`src/rtl/nrzi_symbol_encoder_if.sv`:
```
// Word-in / symbol-out bundle for nrzi_symbol_encoder.
// master drives words into the encoder; slave is the encoder side.
interface nrzi_symbol_encoder_if #(
    parameter int DATA_W = 8
) ();
    logic [DATA_W-1:0] data_in;
    logic              data_valid;
    logic              data_ready;
    logic [1:0]        sym_out;
    logic              sym_valid;
    logic              frame_done;

    modport master (
        output data_in,
        output data_valid,
        input  data_ready,
        input  sym_out,
        input  sym_valid,
        input  frame_done
    );

    modport slave (
        input  data_in,
        input  data_valid,
        output data_ready,
        output sym_out,
        output sym_valid,
        output frame_done
    );
endinterface

```
`src/rtl/nrzi_symbol_encoder.sv`:
```
// Frames each accepted word as SYNC_LEN SYNC symbols plus DATA_W NRZI data symbols (LSB first).
// Define NRZI_ENC_PARITY_EN to append one NRZI-coded even-parity symbol per frame.
module nrzi_symbol_encoder #(
    parameter int SYNC_LEN = 2,
    parameter int DATA_W   = 8
) (
    input logic                    clk,
    input logic                    reset,
    nrzi_symbol_encoder_if.slave   bus
);
    localparam int CNT_MAX = (SYNC_LEN > DATA_W) ? SYNC_LEN : DATA_W;
    localparam int CNT_W   = $clog2(CNT_MAX + 1);

    localparam logic [CNT_W-1:0] SYNC_LAST = CNT_W'(SYNC_LEN - 1);
    localparam logic [CNT_W-1:0] DATA_LAST = CNT_W'(DATA_W - 1);

    localparam logic [1:0] SYM_HOLD   = 2'b00;
    localparam logic [1:0] SYM_TOGGLE = 2'b01;
    localparam logic [1:0] SYM_SYNC   = 2'b10;

    localparam logic [1:0] IDLE   = 2'd0;
    localparam logic [1:0] SYNC   = 2'd1;
    localparam logic [1:0] DATA   = 2'd2;
`ifdef NRZI_ENC_PARITY_EN
    localparam logic [1:0] PARITY = 2'd3;
    localparam logic       DATA_ENDS_FRAME = 1'b0;
`else
    localparam logic       DATA_ENDS_FRAME = 1'b1;
`endif

    logic [1:0]        state, state_n;
    logic [CNT_W-1:0]  cnt, cnt_n, nc;
    logic [DATA_W-1:0] shreg, shreg_n;
    logic              level, level_n;
    logic [1:0]        sym_p0, sym_n;
    logic              vld_p0, vld_n;
    logic              done_p0, done_n;
    logic              final_sym;
    logic              accept;
`ifdef NRZI_ENC_PARITY_EN
    logic              par, par_n;
`endif

    // NRZI: a bit differing from the line level toggles it, an equal bit holds it.
    function automatic logic [1:0] nrzi_sym(input logic b, input logic lvl);
        return (b != lvl) ? SYM_TOGGLE : SYM_HOLD;
    endfunction

`ifdef NRZI_ENC_PARITY_EN
    assign final_sym = (state == PARITY);
`else
    assign final_sym = (state == DATA) && (cnt == DATA_LAST);
`endif

    assign bus.data_ready = (state == IDLE) || final_sym;
    assign accept         = bus.data_valid && bus.data_ready;

    always_comb begin
        state_n = state;
        cnt_n   = cnt;
        shreg_n = shreg;
        level_n = level;
        sym_n   = SYM_HOLD;
        vld_n   = 1'b0;
        done_n  = 1'b0;
        nc      = cnt + 1'b1;
`ifdef NRZI_ENC_PARITY_EN
        par_n   = par;
`endif
        case (state)
            IDLE: ;
            SYNC: begin
                vld_n   = 1'b1;
                level_n = 1'b0;
                if (cnt == SYNC_LAST) begin
                    state_n = DATA;
                    cnt_n   = '0;
                    sym_n   = nrzi_sym(shreg[0], 1'b0);
                    level_n = shreg[0];
                    shreg_n = shreg >> 1;
                    done_n  = DATA_ENDS_FRAME && (DATA_LAST == '0);
                end else begin
                    cnt_n = nc;
                    sym_n = SYM_SYNC;
                end
            end
            DATA: begin
                if (cnt == DATA_LAST) begin
`ifdef NRZI_ENC_PARITY_EN
                    state_n = PARITY;
                    vld_n   = 1'b1;
                    done_n  = 1'b1;
                    sym_n   = nrzi_sym(par, level);
                    level_n = par;
`else
                    state_n = IDLE;
`endif
                end else begin
                    vld_n   = 1'b1;
                    cnt_n   = nc;
                    sym_n   = nrzi_sym(shreg[0], level);
                    level_n = shreg[0];
                    shreg_n = shreg >> 1;
                    done_n  = DATA_ENDS_FRAME && (nc == DATA_LAST);
                end
            end
`ifdef NRZI_ENC_PARITY_EN
            PARITY: state_n = IDLE;
`endif
            default: state_n = IDLE;
        endcase

        // Accept only happens in IDLE or on the final symbol, so a new frame overrides the wind-down.
        if (accept) begin
            state_n = SYNC;
            cnt_n   = '0;
            shreg_n = bus.data_in;
            level_n = 1'b0;
            sym_n   = SYM_SYNC;
            vld_n   = 1'b1;
            done_n  = 1'b0;
`ifdef NRZI_ENC_PARITY_EN
            par_n   = ^bus.data_in;
`endif
        end
    end

    // Stage p0: registered line outputs and frame state
    always_ff @(posedge clk) begin
        if (reset) begin
            state   <= IDLE;
            cnt     <= '0;
            shreg   <= '0;
            level   <= 1'b0;
            sym_p0  <= SYM_HOLD;
            vld_p0  <= 1'b0;
            done_p0 <= 1'b0;
`ifdef NRZI_ENC_PARITY_EN
            par     <= 1'b0;
`endif
        end else begin
            state   <= state_n;
            cnt     <= cnt_n;
            shreg   <= shreg_n;
            level   <= level_n;
            sym_p0  <= sym_n;
            vld_p0  <= vld_n;
            done_p0 <= done_n;
`ifdef NRZI_ENC_PARITY_EN
            par     <= par_n;
`endif
        end
    end

    assign bus.sym_out    = sym_p0;
    assign bus.sym_valid  = vld_p0;
    assign bus.frame_done = done_p0;
endmodule

```
`src/flat_wrapper.sv`:
```
// flat-port wrapper written by rule: the top's interface ports become plain ports
module nrzi_symbol_encoder_flat 
#(
    parameter int SYNC_LEN = 2,
    parameter int DATA_W   = 8
)
  (clk, reset, bus_data_in, bus_data_valid, bus_data_ready, bus_sym_out, bus_sym_valid, bus_frame_done);
  nrzi_symbol_encoder_if #(.DATA_W(DATA_W)) bus_i ();
  input logic clk;
  input logic reset;
  input wire logic [$bits(bus_i.data_in)-1:0] bus_data_in;
  input wire logic [$bits(bus_i.data_valid)-1:0] bus_data_valid;
  output wire logic [$bits(bus_i.data_ready)-1:0] bus_data_ready;
  output wire logic [$bits(bus_i.sym_out)-1:0] bus_sym_out;
  output wire logic [$bits(bus_i.sym_valid)-1:0] bus_sym_valid;
  output wire logic [$bits(bus_i.frame_done)-1:0] bus_frame_done;
  assign bus_i.data_in = bus_data_in;
  assign bus_i.data_valid = bus_data_valid;
  assign bus_data_ready = bus_i.data_ready;
  assign bus_sym_out = bus_i.sym_out;
  assign bus_sym_valid = bus_i.sym_valid;
  assign bus_frame_done = bus_i.frame_done;
  nrzi_symbol_encoder #(.SYNC_LEN(SYNC_LEN), .DATA_W(DATA_W)) u_core (.clk(clk), .reset(reset), .bus(bus_i));
endmodule
```
`config.mk`:
```
export PLATFORM = sky130hd
export DESIGN_NAME = nrzi_symbol_encoder_flat
export DESIGN_NICKNAME = d
export VERILOG_FILES = /design/src/rtl/nrzi_symbol_encoder_if.sv /design/src/rtl/nrzi_symbol_encoder.sv /design/src/flat_wrapper.sv
export SDC_FILE = /design/constraint.sdc
export NUM_CORES = 1
export LEC_CHECK = 0
export CORE_MARGIN = 2
export CORE_UTILIZATION = 49
export CTS_BUF_LIST = sky130_fd_sc_hd__clkbuf_8
export DETAILED_ROUTE_END_ITERATION = 12
export PLACE_DENSITY = 0.87
export SLEW_MARGIN = 25
export SYNTH_ARGS = -nofsm -noshare
export SYNTH_HDL_FRONTEND = slang
export SYNTH_SLANG_ARGS = --single-unit
```
`constraint.sdc`:
```
create_clock -name clk -period 1.6 [get_ports clk]
set_input_delay 0.24 -clock clk [delete_from_list [all_inputs] [get_ports clk]]
set_output_delay 0.24 -clock clk [all_outputs]
set_load 0.02 [all_outputs]
```
==> out/qor.csv, run 1 <==
metric;value;unit
crit_cells;6;
finalWorstSetupSlack;-0.05528;ns
grt_pass1_wl;4533;um
num_vias;973;
max-slew-margin-rel;0.7905;
syn_avg_cell_area;9.378;um2
rr_endpoint;u_core.cnt[3];
fp.dieH;50.09;um
rsz0062_at_grt;yes;
violations;setup timing;
status;complete, but fails checks;
top_power_group;registers;
setup_viol;2;
slowest_delay;0.39;ns
post_cts_resized;16;
n_all_buffers;37;
wl_met2;1363;um
io_pins;16;
warnings;32;
endpoint;u_core.cnt[3];
aoi_share;0.2212;
inverters_excl_clock;8;
==> run_1/final_clocks.png <==
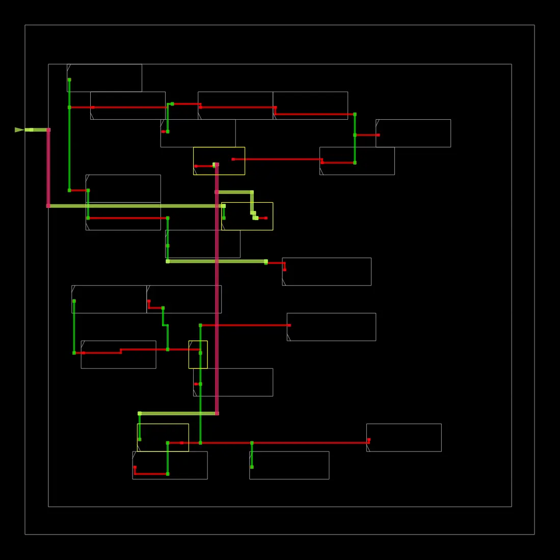
clk_lat worst skew: 0.26 ns
clock buffers: 3
Clk. pwr: 340 uW
Seq cells: 19
clock sinks: 19

==> run_1/gate_families.png <==
(8 px per um)
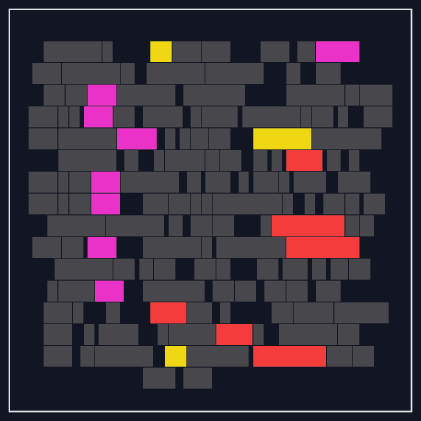
legend:
  adder and majority cells:
    color: red
    cells: 6
  AND-OR and OR-AND gates:
    color: yellow
    cells: 3
  multiplexers:
    color: magenta
    cells: 8
    most_used: mux2i_1
commonest non-fill, non-tap cell in the layout: buf_4
Finished Layout Cells: 173

==> run_1/metal_stack.png <==
(8 px per um)
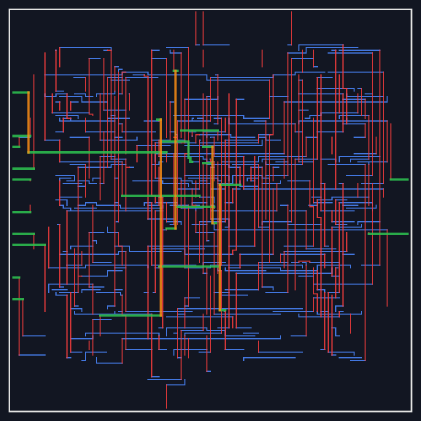
legend:
  met2:
    color: red
    wire_length: 1,360 um
  met4:
    color: orange
    wire_length: 76.8 um
  met3:
    color: green
    wire_length: 91.1 um
  met1:
    color: blue
    wire_length: 1,120 um

==> run_1/registers.png <==
(6 px per um)
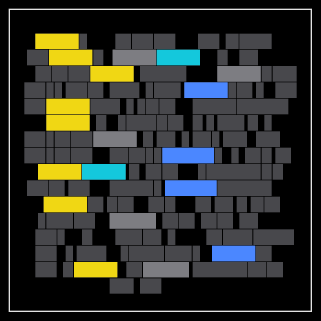

==> run 2, diff against run 1 <==
==> constraint.sdc (replaced) <==
create_clock -name clk -period 1.6 [get_ports clk]
set_input_delay 0.24 -clock clk [delete_from_list [all_inputs] [get_ports clk]]
set_output_delay 0.24 -clock clk [all_outputs]
set_load 0.005 [all_outputs]
==> run_2/registers.png <==
(6 px per um)
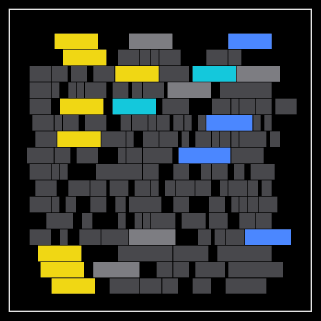
legend:
  u_core.shreg:
    color: yellow
    sequential_cells: 8
  u_core.cnt:
    color: blue
    sequential_cells: 4
  u_core.bus.sym_out:
    color: cyan
    sequential_cells: 2
Core Util, Final: 0.7304
power dissipated in sequential cells: 528 uW

==> out/qor.csv, run 2 <==
metric;value;unit;change
rr_endpoint;u_core.bus.sym_out[0];;
syn_avg_cell_area;9.378;um2;unchanged
lay_top_count;buf_4;;
n_all_buffers;33;;-11%
inverters_excl_clock;8;;unchanged
rsz0062_at_grt;yes;;
io_pins;16;;unchanged
layout.cells.non_filler;169;;-2.3%
clock_buffers;3;;unchanged
cts_sinks;19;;unchanged
num_vias;933;;-4.1%
crit_cells;5;;-1
synth_top_cell_by_area;dfxtp_1;;
grt_pass1_wl;4050;um;-11%
cts-buffers-inserted;3;;
post_cts_resized;9;;-7
grt_pass1_vias;934;;
finalWorstSetupSlack;0.02643;ns;+0.08171 ns
coreArea;1982;um2;
first_iter_violations;5;;
warnings;31;;-3.1%
endpoint;u_core.bus.sym_out[0];;
worstSkewPairLatency;0.26;ns;about the same
p_clk;338;uW;about the same
wl_met2;1288;um;-5.5%
ff_count;19;;unchanged
setup_viol;0;;-2
internal_power;827.2;uW;
r2r_slack;0.03;ns;
fp-utilization;0.5253;;
largest_reg_flops;8;;
status;finished clean;;
slowest_delay;0.40;ns;about the same
fp_nets;128;;
fp.dieH;50.09;um;unchanged
aoi_share;0.2212;;unchanged
top_power_group;registers;;
==> run_2/port_nets.png <==
(10 px per um)
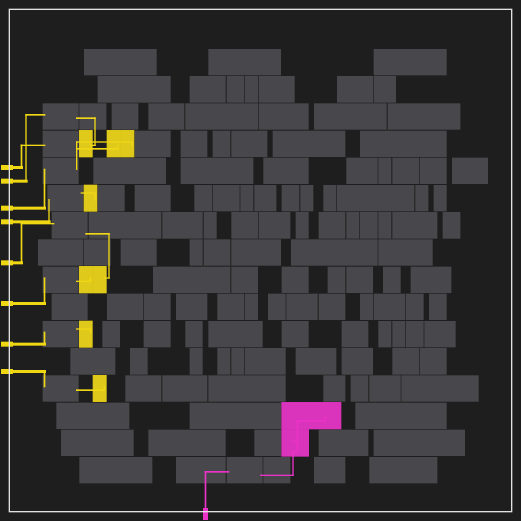

==> run 3, diff against run 2 <==
Settings changed: CORE_UTILIZATION 49 to 55, PLACE_DENSITY 0.87 to 0.91, TNS_END_PERCENT set to 10.
Clock period 1.6 ns to 1.8 ns, I/O delays scaled along.
==> run_3/port_nets.png <==
(10 px per um)
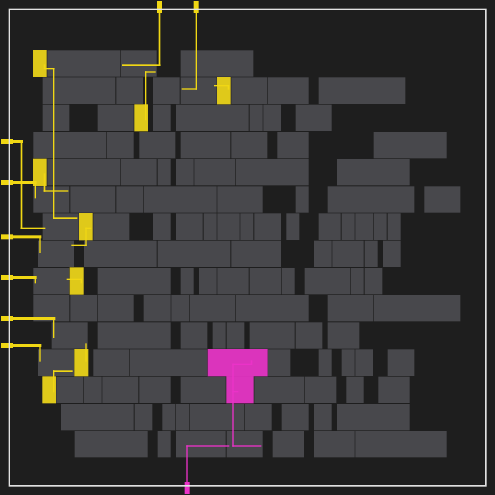
legend:
  bus_data_valid:
    color: magenta
    bits: 1
    direction: input
    edge: bottom
    end_cells: 2
    buffers: 1
    wire: 21.3 um
  bus_data_in:
    color: yellow
    bits: 8
    direction: input
    edge: 6 left, 2 top
    end_cells: 8
    buffers: 8
    wire: 90.5 um

==> out/qor.csv, run 3 <==
metric;value;unit;change
status;finished clean;;
fp.dieH;47.51;um;-5.2%
crit_cells;6;;+1
ff_count;19;;unchanged
finalWorstSetupSlack;0.04694;ns;+0.02051 ns
num_vias;911;;-2.4%
largest_reg_flops;8;;unchanged
cts_sinks;19;;unchanged
top_power_group;registers;;
slowest_delay;0.43;ns;+0.03 ns
post_cts_resized;8;;-1
io_pins;16;;unchanged
endpoint;u_core.cnt[1];;
synth_top_cell_by_area;dfxtp_1;;
warnings;31;;unchanged
inverters_excl_clock;8;;unchanged
clock_buffers;3;;unchanged
rsz0062_at_grt;yes;;
syn_avg_cell_area;9.378;um2;unchanged
cts-buffers-inserted;3;;unchanged
aoi_share;0.2212;;unchanged
first_iter_violations;15;;+10
seq_power;468;uW;-11%
grt_pass1_vias;913;;-2.2%
rr_endpoint;u_core.cnt[1];;
Power is estimated from default activity; no workload was simulated.
